<file path="src/rtl/mem_access_pkg.sv">
// Core types shared by the memory-access stage: execute/writeback records and
// load/store funct3 decode helpers.
package corePckg;

   localparam int cXLEN = 32;

   typedef enum logic [2:0] {
      LS_B  = 3'b000,
      LS_H  = 3'b001,
      LS_W  = 3'b010,
      LS_BU = 3'b100,
      LS_HU = 3'b101
   } tLsFunct3;

   typedef struct packed {
      logic [cXLEN-1:0] addr;
      logic [cXLEN-1:0] data;
      logic [4:0]       rdAddr;
      logic [2:0]       opType;
      logic             read;
      logic             write;
   } tMemOp;

   typedef struct packed {
      logic             dv;
      logic [4:0]       addr;
      logic [cXLEN-1:0] data;
   } tRegOp;

   typedef struct packed {
      tMemOp memOp;
      tRegOp regOp;
   } tAluOut;

   function automatic logic isLegal(input logic read, input logic write, input logic [2:0] opType);
      logic legal;
      legal = 1'b0;
      if (read && !write)
         legal = opType inside {LS_B, LS_H, LS_W, LS_BU, LS_HU};
      else if (write && !read)
         legal = opType inside {LS_B, LS_H, LS_W};
      return legal;
   endfunction

   // opType[1:0] encodes the access size for every legal load/store.
   function automatic logic isAligned(input logic [2:0] opType, input logic [1:0] addrLo);
      logic ok;
      case (opType[1:0])
         2'b01:   ok = !addrLo[0];
         2'b10:   ok = (addrLo == 2'b00);
         default: ok = 1'b1;
      endcase
      return ok;
   endfunction

   function automatic logic [3:0] byteEnables(input logic [2:0] opType, input logic [1:0] addrLo);
      logic [3:0] be;
      case (opType[1:0])
         2'b00:   be = 4'b0001 << addrLo;
         2'b01:   be = 4'b0011 << addrLo;
         default: be = 4'b1111;
      endcase
      return be;
   endfunction

   function automatic logic [cXLEN-1:0] storeData(input logic [2:0] opType, input logic [cXLEN-1:0] data);
      logic [cXLEN-1:0] wd;
      case (opType[1:0])
         2'b00:   wd = {4{data[7:0]}};
         2'b01:   wd = {2{data[15:0]}};
         default: wd = data;
      endcase
      return wd;
   endfunction

endpackage

</file>
<file path="src/rtl/mem_access_if.sv">
// Execute-side, writeback and memory-bus signals of the memory-access stage.
interface mem_access_if;
   import corePckg::*;

   tAluOut           iAluOut;
   logic             oStall;
   tRegOp            oRegWr;
   logic             oMemReq;
   logic             oMemWe;
   logic [cXLEN-1:0] oMemAddr;
   logic [3:0]       oMemBe;
   logic [cXLEN-1:0] oMemWData;
   logic             iMemAck;
   logic [cXLEN-1:0] iMemRData;
   logic             oMisalign;
   logic             oIllegal;
   logic             oBusErr;

   modport master (
      input  iAluOut, iMemAck, iMemRData,
      output oStall, oRegWr, oMemReq, oMemWe, oMemAddr, oMemBe, oMemWData,
             oMisalign, oIllegal, oBusErr
   );

   modport slave (
      output iAluOut, iMemAck, iMemRData,
      input  oStall, oRegWr, oMemReq, oMemWe, oMemAddr, oMemBe, oMemWData,
             oMisalign, oIllegal, oBusErr
   );

endinterface

</file>
<file path="src/rtl/mem_access_load_align.sv">
// Picks the addressed byte/half lane out of a read word and sign/zero extends it.
module mem_load_align
   import corePckg::*;
(
   input  logic [cXLEN-1:0] iRData,
   input  logic [1:0]       iAddrLo,
   input  logic [2:0]       iOpType,
   output logic [cXLEN-1:0] oData
);

   logic [cXLEN-1:0] shifted;

   always_comb begin
      shifted = iRData >> {iAddrLo, 3'b000};
      case (iOpType)
         LS_B:    oData = {{(cXLEN-8){shifted[7]}}, shifted[7:0]};
         LS_H:    oData = {{(cXLEN-16){shifted[15]}}, shifted[15:0]};
         LS_BU:   oData = {{(cXLEN-8){1'b0}}, shifted[7:0]};
         LS_HU:   oData = {{(cXLEN-16){1'b0}}, shifted[15:0]};
         default: oData = iRData;
      endcase
   end

endmodule

</file>
<file path="src/rtl/mem_access.sv">
// Memory-access stage: decodes one load/store per idle cycle, runs a single bus
// transaction with a bounded wait, and forwards register results to writeback.
module mem_access
   import corePckg::*;
#(
   parameter int pMaxWait = 15
) (
   input  logic         iClk,
   input  logic         iRst,
   mem_access_if.master bus
);

   typedef enum logic {IDLE, REQ} tState;

   localparam logic [7:0] cWaitLast = 8'(pMaxWait - 1);

   tState            state_q, state_d;
   logic [7:0]       wait_cnt_q, wait_cnt_d;
   logic             mem_we_q, mem_we_d;
   logic [3:0]       mem_be_q, mem_be_d;
   logic [cXLEN-1:0] mem_addr_q, mem_addr_d;
   logic [cXLEN-1:0] mem_wdata_q, mem_wdata_d;
   logic [4:0]       rd_addr_q, rd_addr_d;
   logic [2:0]       op_type_q, op_type_d;
   logic [1:0]       addr_lo_q, addr_lo_d;
   tRegOp            reg_wr_q, reg_wr_d;
   logic             misalign_q, misalign_d;
   logic             illegal_q, illegal_d;
   logic             bus_err_q, bus_err_d;
   logic [cXLEN-1:0] load_data;
   tMemOp            mem_op;

   assign mem_op = bus.iAluOut.memOp;

   mem_load_align u_load_align (
      .iRData  (bus.iMemRData),
      .iAddrLo (addr_lo_q),
      .iOpType (op_type_q),
      .oData   (load_data)
   );

   always_comb begin
      state_d     = state_q;
      wait_cnt_d  = wait_cnt_q;
      mem_we_d    = mem_we_q;
      mem_be_d    = mem_be_q;
      mem_addr_d  = mem_addr_q;
      mem_wdata_d = mem_wdata_q;
      rd_addr_d   = rd_addr_q;
      op_type_d   = op_type_q;
      addr_lo_d   = addr_lo_q;
      reg_wr_d    = '0;
      misalign_d  = 1'b0;
      illegal_d   = 1'b0;
      bus_err_d   = 1'b0;

      case (state_q)
         IDLE: begin
            if (mem_op.read || mem_op.write) begin
               // Legality is judged first: an illegal opType has no defined size to align against.
               if (!isLegal(mem_op.read, mem_op.write, mem_op.opType)) begin
                  illegal_d = 1'b1;
               end else if (!isAligned(mem_op.opType, mem_op.addr[1:0])) begin
                  misalign_d = 1'b1;
               end else begin
                  state_d     = REQ;
                  wait_cnt_d  = '0;
                  mem_we_d    = mem_op.write;
                  mem_addr_d  = {mem_op.addr[cXLEN-1:2], 2'b00};
                  mem_be_d    = byteEnables(mem_op.opType, mem_op.addr[1:0]);
                  mem_wdata_d = storeData(mem_op.opType, mem_op.data);
                  rd_addr_d   = mem_op.rdAddr;
                  op_type_d   = mem_op.opType;
                  addr_lo_d   = mem_op.addr[1:0];
               end
            end else if (bus.iAluOut.regOp.dv) begin
               reg_wr_d = bus.iAluOut.regOp;
            end
         end
         REQ: begin
            if (bus.iMemAck) begin
               state_d = IDLE;
               if (!mem_we_q && rd_addr_q != 5'd0) begin
                  reg_wr_d.dv   = 1'b1;
                  reg_wr_d.addr = rd_addr_q;
                  reg_wr_d.data = load_data;
               end
            end else if (wait_cnt_q == cWaitLast) begin
               state_d   = IDLE;
               bus_err_d = 1'b1;
            end else begin
               wait_cnt_d = wait_cnt_q + 8'd1;
            end
         end
      endcase
   end

   always_ff @(posedge iClk or posedge iRst) begin
      if (iRst) begin
         state_q     <= IDLE;
         wait_cnt_q  <= '0;
         mem_we_q    <= 1'b0;
         mem_be_q    <= '0;
         mem_addr_q  <= '0;
         mem_wdata_q <= '0;
         rd_addr_q   <= '0;
         op_type_q   <= '0;
         addr_lo_q   <= '0;
         reg_wr_q    <= '0;
         misalign_q  <= 1'b0;
         illegal_q   <= 1'b0;
         bus_err_q   <= 1'b0;
      end else begin
         state_q     <= state_d;
         wait_cnt_q  <= wait_cnt_d;
         mem_we_q    <= mem_we_d;
         mem_be_q    <= mem_be_d;
         mem_addr_q  <= mem_addr_d;
         mem_wdata_q <= mem_wdata_d;
         rd_addr_q   <= rd_addr_d;
         op_type_q   <= op_type_d;
         addr_lo_q   <= addr_lo_d;
         reg_wr_q    <= reg_wr_d;
         misalign_q  <= misalign_d;
         illegal_q   <= illegal_d;
         bus_err_q   <= bus_err_d;
      end
   end

   assign bus.oStall    = (state_q == REQ);
   assign bus.oMemReq   = (state_q == REQ);
   assign bus.oMemWe    = mem_we_q;
   assign bus.oMemBe    = mem_be_q;
   assign bus.oMemAddr  = mem_addr_q;
   assign bus.oMemWData = mem_wdata_q;
   assign bus.oRegWr    = reg_wr_q;
   assign bus.oMisalign = misalign_q;
   assign bus.oIllegal  = illegal_q;
   assign bus.oBusErr   = bus_err_q;

endmodule

</file>
<file path="src/flat_wrapper.sv">
// flat-port wrapper written by rule: the top's interface ports become plain ports
module mem_access_flat import corePckg::*;
#(
   parameter int pMaxWait = 15
)
  (iClk, iRst, bus_iAluOut, bus_iMemAck, bus_iMemRData, bus_oStall, bus_oRegWr, bus_oMemReq, bus_oMemWe, bus_oMemAddr, bus_oMemBe, bus_oMemWData, bus_oMisalign, bus_oIllegal, bus_oBusErr);
  mem_access_if bus_i ();
  input  logic iClk;
  input  logic iRst;
  input wire logic [$bits(bus_i.iAluOut)-1:0] bus_iAluOut;
  input wire logic [$bits(bus_i.iMemAck)-1:0] bus_iMemAck;
  input wire logic [$bits(bus_i.iMemRData)-1:0] bus_iMemRData;
  output wire logic [$bits(bus_i.oStall)-1:0] bus_oStall;
  output wire logic [$bits(bus_i.oRegWr)-1:0] bus_oRegWr;
  output wire logic [$bits(bus_i.oMemReq)-1:0] bus_oMemReq;
  output wire logic [$bits(bus_i.oMemWe)-1:0] bus_oMemWe;
  output wire logic [$bits(bus_i.oMemAddr)-1:0] bus_oMemAddr;
  output wire logic [$bits(bus_i.oMemBe)-1:0] bus_oMemBe;
  output wire logic [$bits(bus_i.oMemWData)-1:0] bus_oMemWData;
  output wire logic [$bits(bus_i.oMisalign)-1:0] bus_oMisalign;
  output wire logic [$bits(bus_i.oIllegal)-1:0] bus_oIllegal;
  output wire logic [$bits(bus_i.oBusErr)-1:0] bus_oBusErr;
  assign bus_i.iAluOut = bus_iAluOut;
  assign bus_i.iMemAck = bus_iMemAck;
  assign bus_i.iMemRData = bus_iMemRData;
  assign bus_oStall = bus_i.oStall;
  assign bus_oRegWr = bus_i.oRegWr;
  assign bus_oMemReq = bus_i.oMemReq;
  assign bus_oMemWe = bus_i.oMemWe;
  assign bus_oMemAddr = bus_i.oMemAddr;
  assign bus_oMemBe = bus_i.oMemBe;
  assign bus_oMemWData = bus_i.oMemWData;
  assign bus_oMisalign = bus_i.oMisalign;
  assign bus_oIllegal = bus_i.oIllegal;
  assign bus_oBusErr = bus_i.oBusErr;
  mem_access #(.pMaxWait(pMaxWait)) u_core (.iClk(iClk), .iRst(iRst), .bus(bus_i));
endmodule
</file>
<file path="config.mk">
export PLATFORM = sky130hd
export DESIGN_NAME = mem_access_flat
export DESIGN_NICKNAME = d
export VERILOG_FILES = /design/src/rtl/mem_access_pkg.sv /design/src/rtl/mem_access_if.sv /design/src/rtl/mem_access_load_align.sv /design/src/rtl/mem_access.sv /design/src/flat_wrapper.sv
export SDC_FILE = /design/constraint.sdc
export NUM_CORES = 1
export LEC_CHECK = 0
export CAP_MARGIN = 5
export CORE_ASPECT_RATIO = 2
export CORE_UTILIZATION = 35
export DETAILED_ROUTE_END_ITERATION = 7
export PLACE_DENSITY_LB_ADDON = 0.15
export SLEW_MARGIN = 20
export SYNTH_ARGS = -nofsm -noshare
export SYNTH_HDL_FRONTEND = slang
export SYNTH_SLANG_ARGS = --single-unit
</file>
<file path="constraint.sdc">
create_clock -name iClk -period 4.4 [get_ports iClk]
set_clock_uncertainty 0.2 [all_clocks]
set_input_delay 1.1 -clock iClk [delete_from_list [all_inputs] [get_ports iClk]]
set_output_delay 1.1 -clock iClk [all_outputs]
set_load 0.01 [all_outputs]
</file>
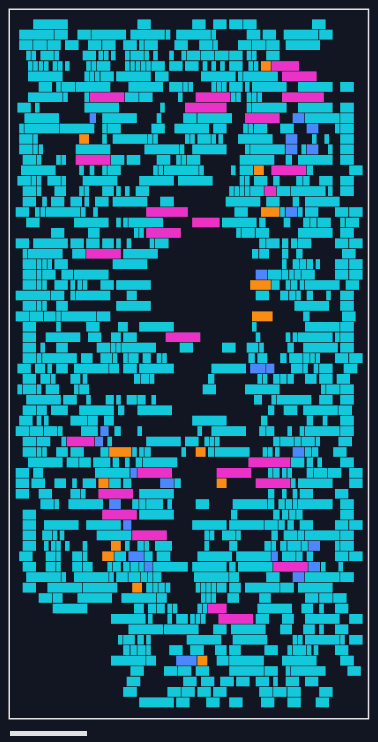
Figure 1: run 1, drive-strength map.
Scale bar: 20 um.
size	color	cells	share	most used
x6 and larger	magenta	26	2.9%	clkbuf_16
x2	blue	24	2.7%	o21ai_2
x1 and smaller	cyan	830	93%	clkdlybuf4s50_1
x3 and x4	orange	14	1.6%	clkinvlp_4

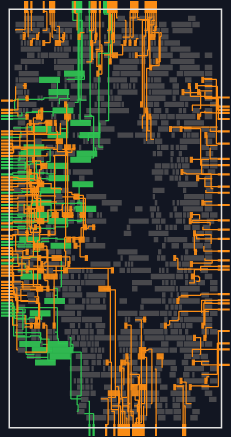
Figure 2: run 1, port wiring.
port	color	direction	edge	end cells	buffers	wire
bus_oMemWData	green	output	23 left, 7 top, 2 bottom	32	32	1300 um
bus_iAluOut	orange	input	40 left, 28 right, 27 top, 17 bottom	132	112	3370 um

==> flow_metrics.tcl, run 1 <==
# flow metrics
set metrics [dict create \
    syn_area_um2 5830 \
    wl_met2_um 10500 \
    h-tree-depth 4 \
    yosysWarnings 0 \
    core_region_area_um2 16300 \
    syn_area_per_cell_um2 9.09 \
    ys_cells 642 \
    first_pass_iters 5 \
    synth_flops 127 \
    wl_met1_um 6810 \
    rsz0062_at_grt "no" \
    nFillCells 1462 \
    cp_top_family "AND-OR/OR-AND gates" \
    synthCells 642 \
    final_max_slew_viol_count 0 \
    drtIter0Drc 250 \
    setup_viol_count_final 0 \
    status "completed" \
    synthDistinctLibCells 47 \
    drv_cap 0 \
    worstSetupStartpointType "input pin" \
    grt_pass1_vias 5897 \
    whs_ps 273 \
    fin_crit_sh 0.811 \
    numCtsBuffers 17 \
    setup_tns_ps 0 \
    drive_above_1_share 0.0716 \
    largest_area_cell "dfrtp_1" \
    cp_slowest_stage_delay_ps 650 \
    worst_slew_pin_slew_ps 953 \
    root_buffer "clkbuf_16" \
    dp.cells 1066 \
    area_delta_synth_final_pct 57.3 \
    ant_nets 0 \
    slew_headroom 0.364 \
    clk_pin_slew_ps 60 \
    grt_max_degree 128 \
]
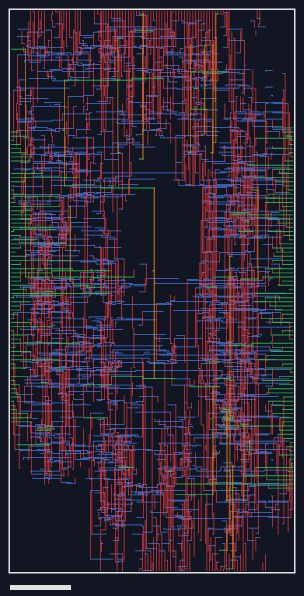
Figure 3: run 1, routed metal, one color a layer.
Scale bar: 20 um.
layer	color	wire length
M4	orange	673 um
M3	green	1370 um
M1	blue	6810 um
M2	red	10500 um

run 1: area by class of cell:
| type | instances | area [um2] | share of cell area |
|---|---|---|---|
| Inverter | 10 | 41.3 | 0.00450 |
| Clock inverter | 14 | 190 | 0.0207 |
| Tap cell | 204 | 255 | 0.0278 |
| Sequential cell | 127 | 3180 | 0.346 |
| Multi-Input combinational cell | 463 | 2430 | 0.265 |
| Clock buffer | 18 | 439 | 0.0479 |
| Timing Repair Buffer | 262 | 2650 | 0.288 |
run 1: cells by family after synthesis:
logic type,after synthesis,share of synthesized area
AND-OR/OR-AND,154,0.176
AND/OR/NAND/NOR,290,0.201
flip-flops,127,0.545
buffers and inverters,53,0.0440
adder cells (fa/ha/maj),6,0.0129
other,1,0.000643
multiplexers,11,0.0208
run 1: synthesized netlist by cell type, drive strengths merged (3+ instances only):
cell    count
nand2     209
dfrtp     127
o21ai      55
nor2       51
a21oi      32
buf        23
clkbuf     20
o31ai      17
a221oi     16
a22o       10
inv        10
mux2i       8
ha          6
o221ai      6
nand2b      5
a31oi       4
a21o        3
and2        3
mux2        3
nand3       3
nor2b       3
nor3        3
o21a        3
or2         3
run 1: path summary, 6_finish.rpt:
path / startpoint / end / slack (ps) / depth (start not counted)
hold / removal: u_core.bus.oMemAddr[8] / u_core.bus.oMemAddr[8] / 270 / 2
setup reg to reg: u_core.addr_lo_q[1] / u_core.bus.oRegWr[18] / 1790 / 5
setup / recovery: bus_iAluOut[41] / u_core.bus.oMemWData[21] / 830 / 8
min in group asynchronous: iRst / u_core.bus.oRegWr[22] / 990 / 3
hold reg to reg: u_core.bus.oMemAddr[8] / u_core.bus.oMemAddr[8] / 270 / 2
max in group asynchronous: iRst / u_core.addr_lo_q[0] / 2410 / 3
run 1: metrics by stage:
step	worst slack, ps	area, um2
floorplan	1530	5840
detailed placement	411	8540
global placement	554	8540
CTS	845	9170
finish	833	9180
global route	619	9180
run 1: state kept, by name (all words and copies together), names as in the netlist:
name and cells:
u_core.bus.oMemBe 4, u_core.bus.oRegWr 38, u_core.bus.oMemWe 1, u_core.bus.oMemWData 32, u_core.rd_addr_q 5, u_core.op_type_q 3
u_core.bus.oMemReq 1, u_core.bus.oMemAddr 30, u_core.bus.oMisalign 1, u_core.bus.oBusErr 1, u_core.wait_cnt_q 8, u_core.bus.oIllegal 1
u_core.addr_lo_q 2
run 1: layout by cell type (no fill, tap or decap), types with 16 or more instances in the layout:
master	Yosys	layout
a21oi_1	31	30
dfrtp_1	127	127
clkbuf_16	0	17
nor2_1	51	49
a221oi_1	16	16
o31ai_1	17	17
nand2_1	209	209
o21ai_0	45	45
clkdlybuf4s50_1	0	256
run 1: tightest hold or removal path: stages, from the launching register on:
cell	delay, ps
dfrtp_1	340
nand2_1	50
nand2_1	60
run 1: where the power goes:
part           total, W  internal [W]  switching (W)
combinational   0.00151      0.000790       0.000716
sequential      0.00171       0.00146       0.000253
clock           0.00151      0.000961       0.000546
total           0.00472       0.00321        0.00151
run 1: layer usage:
layer  GRT usage  vias up
li1            -     2644
met1       0.223     2658
met2       0.422      258
met3      0.0594       37
met4       0.118        0
met5           0        -
Figure 4. Clock routing (run 1).
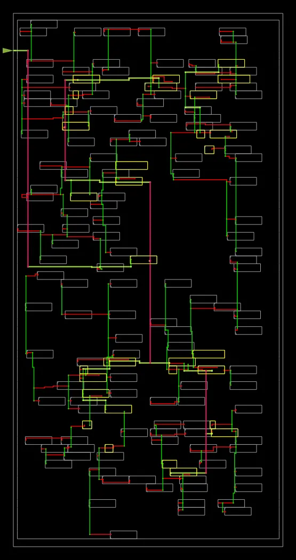

--- run 2 (diff from run 1) ---
==> constraint.sdc (replaced) <==
create_clock -name iClk -period 3.02 [get_ports iClk]
set_clock_uncertainty 0.2 [all_clocks]
set_input_delay 0.755 -clock iClk [delete_from_list [all_inputs] [get_ports iClk]]
set_output_delay 0.755 -clock iClk [all_outputs]
set_load 0.01 [all_outputs]
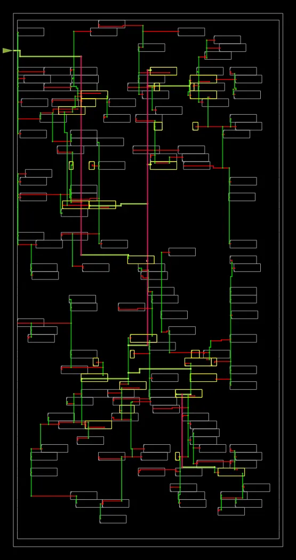
Figure 5: run 2, clock routing.
Latency at later pin: 410 ps
flip-flops: 127

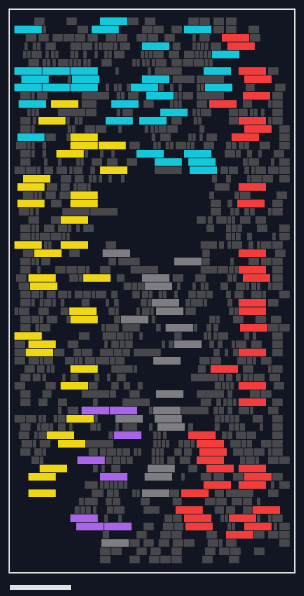
Figure 6: run 2, sequential cells grouped by signal name.
Scale bar: 20 um. Other sequential cells in the stronger gray, the rest of the logic in the fainter gray.
name in the netlist	color	flops
u_core.bus.oMemAddr	cyan	30
u_core.wait_cnt_q	purple	8
u_core.bus.oRegWr	red	38
u_core.bus.oMemWData	yellow	32

==> run 2 against run 1 <==
Against the previous run: setup slack got worse by 400 ps; largest cell class unchanged; via count decreased by 0.46%; critical path depth shrank 7; routed wire length down 1.7%.
==> flow_metrics.tcl, run 2 <==
# flow metrics
set metrics [dict create \
    power.share.sequential 0.375 \
    pwr-share-comb 0.351 \
    drtIter0Drc 227 \
    area_delta_synth_final_pct 56.6 \
    syn_area_per_cell_um2 9.09 \
    required_ps 2060 \
    root_buffer "clkbuf_16" \
    wl_met3_um 1320 \
    worstSetupStartpointType "register" \
    regToRegStartpoint "u_core.addr_lo_q[0]" \
    h-tree-depth 4 \
    final_common_cell "clkdlybuf4s50_1" \
    setup_tns_ps 0 \
    fin_crit_sh 0.856 \
    yosysWarnings 0 \
    largest_reg_flops 38 \
    first_pass_iters 4 \
    final_cell_mix "clkdlybuf4s50_1 (256), nand2_1 (209), dfrtp_1 (127)" \
    synth_flops 127 \
    hp-start "u_core.bus.oMemAddr[17]" \
    status "completed" \
    synthDistinctLibCells 47 \
    grt_max_degree 128 \
    wire_per_inst_um 17.2 \
    ant_nets 0 \
    final_cell_area_um2 9140 \
    largest_area_cell "dfrtp_1" \
    synthCells 642 \
    p_sw_frac 0.325 \
    syn_area_um2 5830 \
    yosys-top-cells-count "nand2_1 (209), dfrtp_1 (127), nor2_1 (51)" \
    cp.arrival_ps 1630 \
    wl_met2_um 10700 \
    synth.top_cell.area_share 0.545 \
    cp_top_family "buffers and inverters" \
    wl_met1_um 6490 \
    slew_headroom 0.540 \
    ys_seq_frac 0.545 \
    numCtsBuffers 17 \
    clk_pin_slew_ps 50 \
    p_sw_w 0.00211 \
    cp-startpoint "u_core.bus.oMemReq" \
    place_area_um2 8620 \
    cp_slowest_stage_delay_ps 630 \
    drv_cap 0 \
    pwr-share-clk 0.273 \
    antenna_found_initial 0 \
    grt_pass1_vias 5950 \
    worst_slew_pin_slew_ps 689 \
    top_cell "nand2_1" \
]
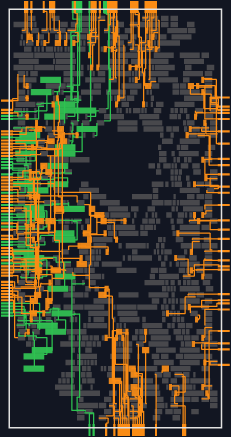
Figure 7: run 2, port wiring.
port	color	direction	edge	end cells	buffers	wire
bus_oMemWData	green	output	23 left, 7 top, 2 bottom	32	32	1320 um
bus_iAluOut	orange	input	40 left, 28 right, 27 top, 17 bottom	132	112	3430 um

run 2: logic make-up after synthesis:
| kind of cell | share of synthesized area |
|---|---|
| AND-OR/OR-AND | 0.176 |
| adder cells (fa/ha/maj) | 0.0129 |
| buffers and inverters | 0.0440 |
| flip-flops | 0.545 |
| multiplexers | 0.0208 |
| other | 0.000643 |
| AND/OR/NAND/NOR | 0.201 |
run 2: path summary, 6_finish.rpt:
path                       slack, ps                      end  depth (start not counted)
max                              430               bus_oStall                          1
min                              270  u_core.bus.oMemAddr[17]                          2
max reg2reg                      810    u_core.bus.oRegWr[17]                          5
min reg2reg                      270  u_core.bus.oMemAddr[17]                          2
max in group asynchronous       1410     u_core.bus.oRegWr[4]                          3
min in group asynchronous        710   u_core.bus.oMemAddr[7]                          3
run 2: power groups by stage:
stage	combinational, W	clock, W	sequential (W)
after global placement	0.00226	0	0.00244
after global routing	0.00248	0.00189	0.00249
after detailed placement	0.00229	0	0.00245
after floorplan	0.000896	0	0.00254
final	0.00228	0.00177	0.00243
after CTS	0.00230	0.00182	0.00243
run 2: worst register-to-register path, delay by kind of cell, from the launching register on:
| kind | cells | cell delay (ps) |
|---|---|---|
| AND-OR/OR-AND | 3 | 700 |
| flip-flops | 1 | 610 |
| AND/OR/NAND/NOR | 2 | 560 |
run 2: metal layers:
metal  vias up  track usage
li1       2668            -
met1      2635        0.217
met2       232        0.435
met3        36       0.0573
met4         0        0.105
met5         -            0
run 2: area by class of cell:
class,count,area [um2]
Tap cell,204,255
Clock buffer,23,468
Inverter,10,41.3
Timing Repair Buffer,273,2730
Clock inverter,7,40.0
Multi-Input combinational cell,463,2420
Sequential cell,127,3180
Fill cell,1445,7130
run 2: per-stage QoR:
| stage | utilization | cells | setup WS, ps | hold WS, ps | total power, W |
|---|---|---|---|---|---|
| global route | 0.562 | 1107 | 283 | 298 | 0.00686 |
| detailed placement | 0.530 | 1077 | 51.0 | 262 | 0.00474 |
| finish | 0.562 | 1107 | 435 | 270 | 0.00649 |
| CTS | 0.561 | 1107 | 401 | 274 | 0.00655 |
| global placement | 0.530 | 1077 | 127 | 258 | 0.00470 |
| floorplan | - | 643 | 498 | 260 | 0.00343 |
No activity file was given, so power comes from the tool's default toggle rates.
